## config.mk

```make
export PLATFORM = sky130hd
export DESIGN_NAME = seq_divider
export DESIGN_NICKNAME = d
export VERILOG_FILES = /design/src/rtl/seq_divider_pkg.sv /design/src/rtl/seq_divider.sv
export SDC_FILE = /design/constraint.sdc
export NUM_CORES = 1
export LEC_CHECK = 0
export CELL_PAD_IN_SITES_DETAIL_PLACEMENT = 0
export CELL_PAD_IN_SITES_GLOBAL_PLACEMENT = 1
export CORE_AREA = 2 2 176 178
export DETAILED_ROUTE_END_ITERATION = 8
export DIE_AREA = 0 0 178 180
export GPL_ROUTABILITY_DRIVEN = 1
export GPL_TIMING_DRIVEN = 1
export HOLD_SLACK_MARGIN = 0.15
export MAX_ROUTING_LAYER = met4
export PLACE_DENSITY_LB_ADDON = 0.3
export SETUP_SLACK_MARGIN = 0.1
export SYNTH_ARGS = -nofsm -noshare
export SYNTH_HDL_FRONTEND = slang
export SYNTH_SLANG_ARGS = --single-unit
```

## constraint.sdc

```tcl
create_clock -name clock -period 3.7 [get_ports clock]
set_input_delay 0.74 -clock clock [delete_from_list [all_inputs] [get_ports clock]]
set_output_delay 0.74 -clock clock [all_outputs]
set_load 0.01 [all_outputs]
```

## src/rtl/seq_divider_pkg.sv

```systemverilog
// Shared CPU constants for the multi-cycle divider and the control unit that waits on it.
package seq_divider_pkg;

  localparam int DATA_WIDTH  = 32;
  localparam int DIV_COUNT_W = $clog2(DATA_WIDTH);

  typedef enum logic [2:0] {
    IDLE  = 3'd0,
    CHECK = 3'd1,
    RUN   = 3'd2,
    FIX   = 3'd3,
    DONE  = 3'd4
  } div_state_e;

endpackage

```

## src/rtl/seq_divider.sv

```systemverilog
// Multi-cycle restoring divider: quotient to lo, remainder to hi, with divide-by-zero flag.
// Signed operands are divided as magnitudes and the signs are restored in FIX.
module seq_divider
  import seq_divider_pkg::*;
#(
  parameter int WIDTH = DATA_WIDTH
) (
  input  logic             clock,
  input  logic             reset,
  input  logic             start,
  input  logic             signed_op,
  input  logic [WIDTH-1:0] dividend,
  input  logic [WIDTH-1:0] divisor,
  output logic             busy,
  output logic             done,
  output logic             div_zero,
  output logic [WIDTH-1:0] hi,
  output logic [WIDTH-1:0] lo
);

  localparam int CNT_W = $clog2(WIDTH);

  div_state_e       state_r;
  logic [WIDTH-1:0] dividend_r;
  logic [WIDTH-1:0] divisor_r;
  logic             signed_r;
  logic [WIDTH-1:0] quo_r;
  logic [WIDTH-1:0] rem_r;
  logic [WIDTH-1:0] dvs_r;
  logic             neg_q_r;
  logic             neg_rem_r;
  logic [CNT_W-1:0] count_r;

  logic [WIDTH:0]   shifted_s;
  logic             take_s;
  logic [WIDTH-1:0] diff_s;
  logic [WIDTH-1:0] rem_next_s;
  logic [WIDTH-1:0] quo_next_s;

  function automatic logic [WIDTH-1:0] cond_neg(input logic [WIDTH-1:0] v, input logic en);
    logic [WIDTH-1:0] r;
    if (en) begin
      r = -v;
    end else begin
      r = v;
    end
    return r;
  endfunction

  // One restoring shift-subtract step; the remainder stays below the divisor, so the
  // subtraction result always fits back into WIDTH bits when it is taken.
  always_comb begin
    shifted_s  = {rem_r, quo_r[WIDTH-1]};
    take_s     = (shifted_s >= {1'b0, dvs_r});
    diff_s     = shifted_s[WIDTH-1:0] - dvs_r;
    quo_next_s = {quo_r[WIDTH-2:0], take_s};
    if (take_s) begin
      rem_next_s = diff_s;
    end else begin
      rem_next_s = shifted_s[WIDTH-1:0];
    end
  end

  // Control FSM and datapath registers, including all registered outputs.
  always_ff @(posedge clock) begin
    if (reset) begin
      state_r    <= IDLE;
      busy       <= 1'b0;
      done       <= 1'b0;
      div_zero   <= 1'b0;
      hi         <= '0;
      lo         <= '0;
      dividend_r <= '0;
      divisor_r  <= '0;
      signed_r   <= 1'b0;
      quo_r      <= '0;
      rem_r      <= '0;
      dvs_r      <= '0;
      neg_q_r    <= 1'b0;
      neg_rem_r  <= 1'b0;
      count_r    <= '0;
    end else begin
      case (state_r)
        IDLE: begin
          done     <= 1'b0;
          div_zero <= 1'b0;
          if (start) begin
            dividend_r <= dividend;
            divisor_r  <= divisor;
            signed_r   <= signed_op;
            busy       <= 1'b1;
            state_r    <= CHECK;
          end else begin
            busy    <= 1'b0;
            state_r <= IDLE;
          end
        end
        CHECK: begin
          if (divisor_r == '0) begin
            busy     <= 1'b0;
            done     <= 1'b1;
            div_zero <= 1'b1;
            state_r  <= DONE;
          end else begin
            quo_r     <= cond_neg(dividend_r, signed_r && dividend_r[WIDTH-1]);
            dvs_r     <= cond_neg(divisor_r, signed_r && divisor_r[WIDTH-1]);
            rem_r     <= '0;
            count_r   <= '0;
            neg_q_r   <= signed_r && (dividend_r[WIDTH-1] ^ divisor_r[WIDTH-1]);
            neg_rem_r <= signed_r && dividend_r[WIDTH-1];
            state_r   <= RUN;
          end
        end
        RUN: begin
          rem_r   <= rem_next_s;
          quo_r   <= quo_next_s;
          count_r <= count_r + CNT_W'(1);
          if (count_r == CNT_W'(WIDTH - 1)) begin
            state_r <= FIX;
          end else begin
            state_r <= RUN;
          end
        end
        FIX: begin
          lo       <= cond_neg(quo_r, neg_q_r);
          hi       <= cond_neg(rem_r, neg_rem_r);
          busy     <= 1'b0;
          done     <= 1'b1;
          div_zero <= 1'b0;
          state_r  <= DONE;
        end
        DONE: begin
          done     <= 1'b0;
          div_zero <= 1'b0;
          state_r  <= IDLE;
        end
        default: begin
          busy     <= 1'b0;
          done     <= 1'b0;
          div_zero <= 1'b0;
          state_r  <= IDLE;
        end
      endcase
    end
  end

endmodule

```

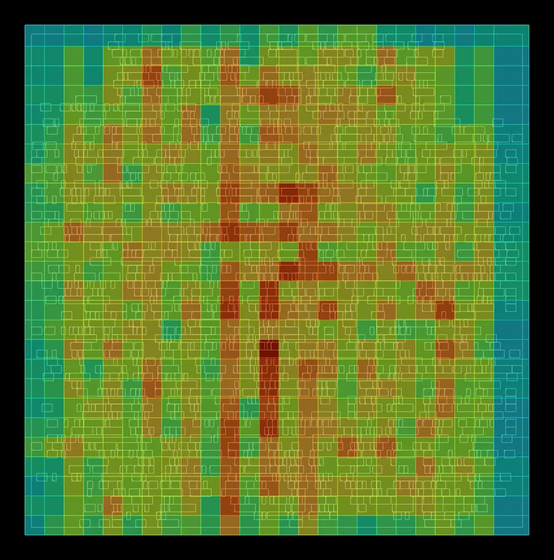
Fig. 1. Routing congestion map.
WL/cell: 15.3 microns
met1 Usage GRT: 33.0%
GR Layer Usage met3: 3.09%
met2 Usage GRT: 27.1%
GRT Util Overall: 20.7%

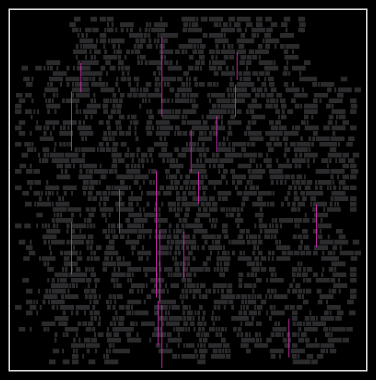
Fig. 2. Met4 routing.
(2 px per micron) Cells faint in the background.
- nets with wire on the layer: 5
- share of all routed wire: 1.3%
- longest straight run: 63.2 microns
- wire length on this layer: 429 microns
DRT Wirelength: 32,400 microns
via count: 11,200

-- placed cells by master (no fill, tap or decap), types with 4 or more instances in the layout --
master           count
xor2_1              96
o41ai_1             14
a22oi_1             31
a31oi_1              7
clkinv_2             4
nand2b_1             5
a32oi_1             10
o21ai_0             92
or4_1               16
buf_4               33
xnor2_1             48
nor2_1             149
inv_1               56
o31ai_1             26
o21a_1               5
nor3_1              18
or2_2                4
nand3_1             17
nand2_1            271
clkdlybuf4s50_1    133
or3_1               14
and3_1               6
a41oi_1              4
or4_4                5
dfxtp_1            238
clkbuf_8             4
nor2b_1             10
mux2i_1              6
nor4_1               9
a21oi_1            177
clkbuf_1             7
a211oi_1            79
ha_1                38
clkbuf_16           27
-- path summary, 6_finish.rpt --
kind / from / end
setup reg to reg: quo_r[2]$_SDFFE_PP0P_ / lo[28]$_SDFFE_PP0P_
hold reg to reg: dvs_r[16]$_SDFFE_PP0P_ / dvs_r[16]$_SDFFE_PP0P_
hold / removal: dvs_r[16]$_SDFFE_PP0P_ / dvs_r[16]$_SDFFE_PP0P_
setup / recovery: quo_r[2]$_SDFFE_PP0P_ / lo[28]$_SDFFE_PP0P_
-- cells in the mapped netlist (2+ instances only) --
library cell	n
buf_2	2
a31oi_1	7
or2_2	4
a21boi_0	3
o21ai_0	92
nor3_1	20
nor2b_1	10
a21o_1	2
buf_1	6
or3_4	2
nand2_1	271
a211oi_1	79
nor3b_1	3
or3_1	14
o21ai_1	2
o21a_1	5
a41oi_1	4
a21oi_1	177
ha_1	38
nand3b_1	2
nor4b_1	2
nor2_1	149
a22o_1	3
and3_1	6
a221oi_1	3
dfxtp_1	238
o21bai_1	3
clkbuf_1	91
a22oi_1	31
or4_4	5
nand4_1	3
o41ai_1	14
inv_1	56
nand2b_1	5
and2_1	4
or4_1	16
xor2_1	96
xnor2_1	48
nor4_1	9
a32oi_1	10
a311oi_1	2
o31ai_1	26
mux2i_1	6
nand3_1	17
-- state kept, by name (all words and copies together), names as in the netlist, 3 cells and up --
signal,count
dividend_r,32
rem_r,32
count_r,5
lo,32
state_r,3
hi,32
dvs_r,32
divisor_r,32
quo_r,32
-- stage by stage --
stage          hold WS, ns  util [%]  setup WS [ns]
6_report             0.450      50.4          0.302
5_1_grt              0.475      50.4          0.135
3_3_place_gp         0.439      47.5          0.355
2_1_floorplan        0.432         -          0.424
4_1_cts              0.453      50.4          0.281
3_5_place_dp         0.445      47.5          0.294
-- per-layer routing --
| layer | part of all wire (%) | wire, microns | vias up |
|---|---|---|---|
| met2 | 38 | 12400 | 258 |
| met3 | 5.4 | 1750 | 38 |
| met4 | 1.3 | 429 | 0 |
| li1 | - | - | 5871 |
| met1 | 55 | 17800 | 5024 |
| met5 | 0 | 0 | - |
-- cells by family after synthesis --
logic type	after synthesis
simple gates	550
xor+xnor	144
compound gates	473
flops	238
buf+inv	156
fa+ha+maj	39
mux	6
-- report_power, final --
part | internal [mW] | switching [mW] | total [mW]
sequential | 2.70 | 0.151 | 2.85
clock | 1.62 | 1.06 | 2.68
combinational | 0.911 | 1.26 | 2.17
==> qor.yml <==
run_status: "complete, no violations"
end_kind: "register"
dp_cells: 2072
first_pass_iters: 8
period_needed_ns: 3.40
clock-sinks: 238
fin_tns_setup_ns: 0
drt_iter0_drc: 779
drc: 0
instances_no_fill: 2119
nFillCells: 2960
clk_pin_slew_ns: 0.06
warnings: 28
synth_top_area_share_pct: 37.9
ys_cells: 1606
buffer_area_share_pct: 10.8
syn_area_per_cell_sq_um: 7.82
buffers: 170
yosysWarnings: 0
gr-total-overflow: 0
min_path_type: "reg -> reg"
clock_skew_ns: 0.0231
postRouteAntennaNets: 0
cts_setup_buffers: 0
reg2reg_depth: 10
crit_top_cell: "or4_4"
yosysSeqAreaShare_pct: 37.9
cts_root_buf: "clkbuf_16"
finalHoldViolations: 0
worst-r2r-setup-slack_ns: 0.30
ir_drop_uv: 325
design.seq.count: 238
top_usage_layer: "met1"
ys.flops: 238
ys_top_logic_family: "AND-OR/OR-AND gates"
rows: 64
place_area_sq_um: 14300
drive_gt1_share_pct: 5.86
ios: 135
arrival_ns: 3.80
synthesis.nets: 1713
die_y_microns: 180
antenna_found_initial: 0
critPathSlowestCell: "or4_4"
num-nonclk-inverters: 56
die-area_sq_um: 32000
die_w_microns: 178
finalClockPeriodUsage_pct: 91.8
area_share_clock_buf_inv_pct: 5.80
